==> config.mk <==
export PLATFORM = sky130hd
export DESIGN_NAME = fmsynth_envgen
export DESIGN_NICKNAME = d
export VERILOG_FILES = /design/src/rtl/fmsynth_envgen.sv
export SDC_FILE = /design/constraint.sdc
export NUM_CORES = 2
export LEC_CHECK = 0
export ABC_AREA = 1
export ABC_CLOCK_PERIOD_IN_PS = 3900
export CAP_MARGIN = 10
export CORE_AREA = 2 2 314 316
export CTS_CLUSTER_SIZE = 25
export DETAILED_ROUTE_END_ITERATION = 6
export DIE_AREA = 0 0 316 318
export HOLD_SLACK_MARGIN = 0.06
export PLACE_DENSITY_LB_ADDON = 0.08
export SYNTH_ARGS = -nofsm -noshare
export SYNTH_HDL_FRONTEND = slang
export SYNTH_SLANG_ARGS = --single-unit
==> constraint.sdc <==
create_clock -name clk -period 3.9 [get_ports clk]
set_input_delay 0.39 -clock clk [delete_from_list [all_inputs] [get_ports clk]]
set_output_delay 0.39 -clock clk [all_outputs]
set_load 0.01 [all_outputs]
### Where the registers sit

Scale: 1 px per µm. Other sequential cells in the stronger grey, the rest of the logic in the fainter grey.
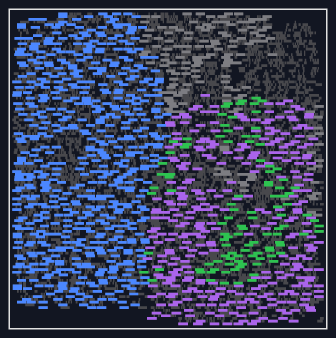
signal	colour	sequential cells
st_mem	green	108
cfg_mem	blue	576
att_mem	purple	324
Flop area: 29360 µm²
Seq. pwr: 14.3 mW
Seq area share: 49.35%
Layout Utilization: 61.07%

### Signal wires on met3

Scale: 1 px per µm. Cells faint in the background.
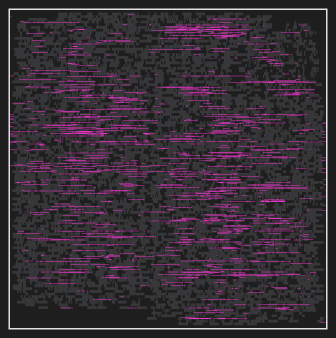
share of all routed wire	7.3%
wire length on this layer	12400 µm
longest straight run	85.6 µm
main direction	horizontal
nets with wire on the layer	501
Routed WL: 169700 µm
Vias: 43.97k
met3 Use GR: 5.348%

### Placement by cell class

Scale: 1.5 px per µm.
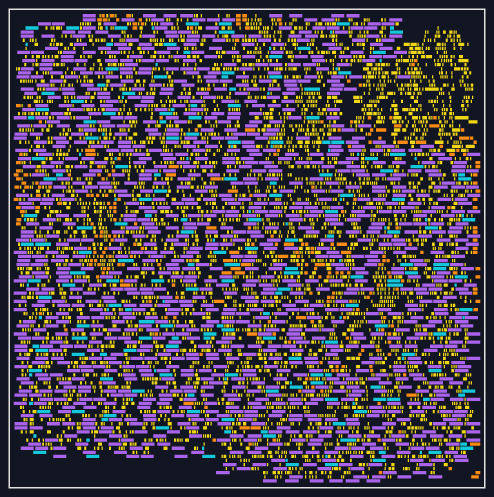
class	colour	cells
clock drivers and dummy loads	cyan	227
other buffers and delay cells	orange	268
all other logic	yellow	4595
flip-flops	purple	1157
core footprint: 97410 µm²
Row Count: 115

### Placed standard cells

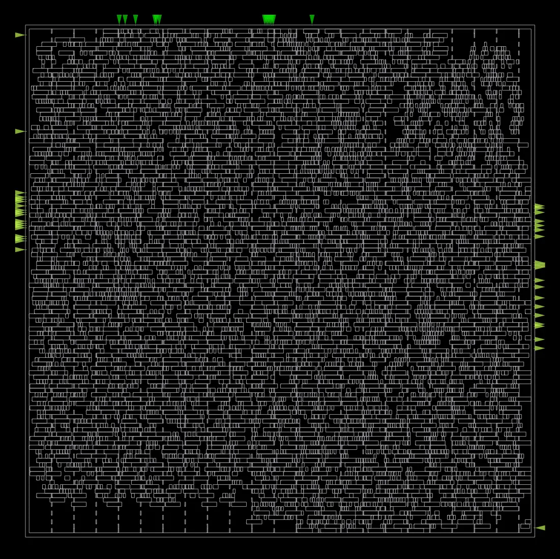
n_taps: 1287
Flop Count: 1157
final std cells w/o fill: 7534
FILL cells: 8457

==> job_summary.md <==
## Implementation flow summary

| Metric | Value |
|---|---|
| CP top delay family | simple AND/OR/NAND/NOR gates |
| Most frequent logic cells in the routed design | 2399 x nand2_1, 832 x dfrtp_1, 718 x o21ai_0 |
| Setup TNS | 0 ns |
| Most frequent logic cell in the layout | nand2_1 |
| Switching Power | 13.67 mW |
| CP Depth | 20 |
| Largest net degree at the start of global routing | 109 |
| DP Worst Slack | 0.3140 ns |
| Startpoint class of the critical path | flip-flop |
| Die extent in x | 316 µm |
| Hold Crit Class | in2reg |
| Max FFs per register | 576 |
| Cell accounting for the most synthesized area | dfrtp_1 |
| Crit-path max cell delay | 0.60 ns |
| Post-synth area hogs | dfrtp_1 39%, nand2_1 17%, dfstp_2 16% |
| Combinational fraction of design power | 29.2% |
| Number of DRC markers in iteration 0 | 4694 |
| Fp_density | 54.29% |
| Nets | 6203 |
| Antenna diodes | 0 |
| Die area | 100500 µm² |
| Cell mode on critical path | nand2_1 |
| Slew @ Worst Pin | 1.196 ns |
| Maximum VDD drop | 0.9897 mV |
| Setup crit end kind | flip-flop |
| Vias in the first global route | 42.58k |
| Area delta synth->final | 12.48% |
| Detail Route Antenna Nets | 0 |
| Fin worst setup slack | 0.3209 ns |
| Initial DRT Pass Iterations | 6 |
| Seq pwr share | 38.2% |
| Height of the chip | 318 µm |
| Port bufs | 51 |
| Mapped cell area | 52890 µm² |
| Status | completed |
| Setup Skew | 0.03292 ns |
| Seq share, synth | 55.51% |
| Switching share of total power | 36.56% |
| GRT Overall Usage | 34.05% |
| Reg clk slew, reported paths | 0.06 ns |
| DRC | 0 |
[metrics by stage]
stage          util [%]  power (mW)  hold slack, ns
2_1_floorplan         -       21.30         0.09441
4_1_cts           61.06       37.40          0.1912
3_3_place_gp      56.67       25.12          0.4401
6_report          61.07       37.40          0.2245
3_5_place_dp      56.67       25.18          0.4513
5_1_grt           61.07       39.00          0.2539
[cells by family (layout without fill, tap and decap cells)]
kind of cell	after synthesis	after routing	share of synthesized area [%]
and+or+nand+nor	3034	3034	23.58
adders and majority gates	26	26	0.6293
AOI/OAI and AO/OA	1252	1252	14.29
DFF	1157	1157	55.51
xor gates and xnor gates	31	31	0.5134
muxes	1	1	0.02129
buffers and inverters	662	746	5.458
[final cells by class]
type | count | area, µm² | area share, %
Sequential cell | 1157 | 29360 | 49.35
Multi-Input combinational cell | 4344 | 20720 | 34.83
Clock buffer | 178 | 3605 | 6.060
Timing Repair Buffer | 268 | 2571 | 4.322
Tap cell | 1287 | 1610 | 2.707
Inverter | 251 | 969.7 | 1.630
Clock inverter | 49 | 654.4 | 1.100
[worst min-delay path, cell delays in order]
cell and delay [ns]:
clkdlybuf4s50_1 0.40, inv_1 0.07, nor2_1 0.04
[timing repair]
action | 4_1_cts | 5_1_grt
hold buffers | 1 | 0
resized | 0 | 4
endpoints found under the setup margin | 0 | 55
buffers inserted | 0 | 0
hold endpoints to repair | 35 | 0
[routing by layer]
metal  part of all wire [%]  vias to the layer above  global-route usage [%]  wire length [µm]
li1                       -                    20270                       -                 -
met1                     43                    21590                   47.85             72420
met2                     45                     1759                   52.21             76540
met3                    7.3                      356                   5.348             12390
met4                    4.9                        0                   15.47              8319
met5                      0                        -                       0                 0
[cell usage after synthesis, types with 2 or more instances]
master,instances
a22o_1,80
o2bb2ai_1,3
dfstp_2,324
dfrtp_1,833
nand3b_1,4
buf_2,21
nand3_1,147
clkbuf_1,294
nand3_4,5
or2_2,2
xnor2_1,4
o2111ai_2,2
nor2_2,6
a31oi_1,11
nand2_2,155
nor2_4,2
nand4_1,108
nand3_2,3
o21ai_1,46
nor3_1,31
buf_12,15
nand2_1,2399
a41oi_1,4
o2111ai_1,5
a21o_1,3
xor2_1,27
and3_1,4
buf_4,33
a21oi_1,70
a221oi_1,109
o21ai_0,718
ha_1,25
o21ai_2,2
nor2_1,155
inv_1,235
o31ai_1,3
buf_1,47
o22ai_1,13
a22oi_1,168
nor4_1,7
inv_2,8
clkinv_1,8
o211ai_1,9
[power groups by stage]
stage / Sequential, mW / Clock (mW) / Combinational (mW)
detailed placement: 14.4 / 0 / 10.7
global placement: 14.4 / 0 / 10.7
floorplan: 14.2 / 0 / 7.05
CTS: 14.3 / 12.4 / 10.8
finish: 14.3 / 12.2 / 10.9
global route: 14.4 / 12.9 / 11.7
Power and IR drop assume default switching activity.
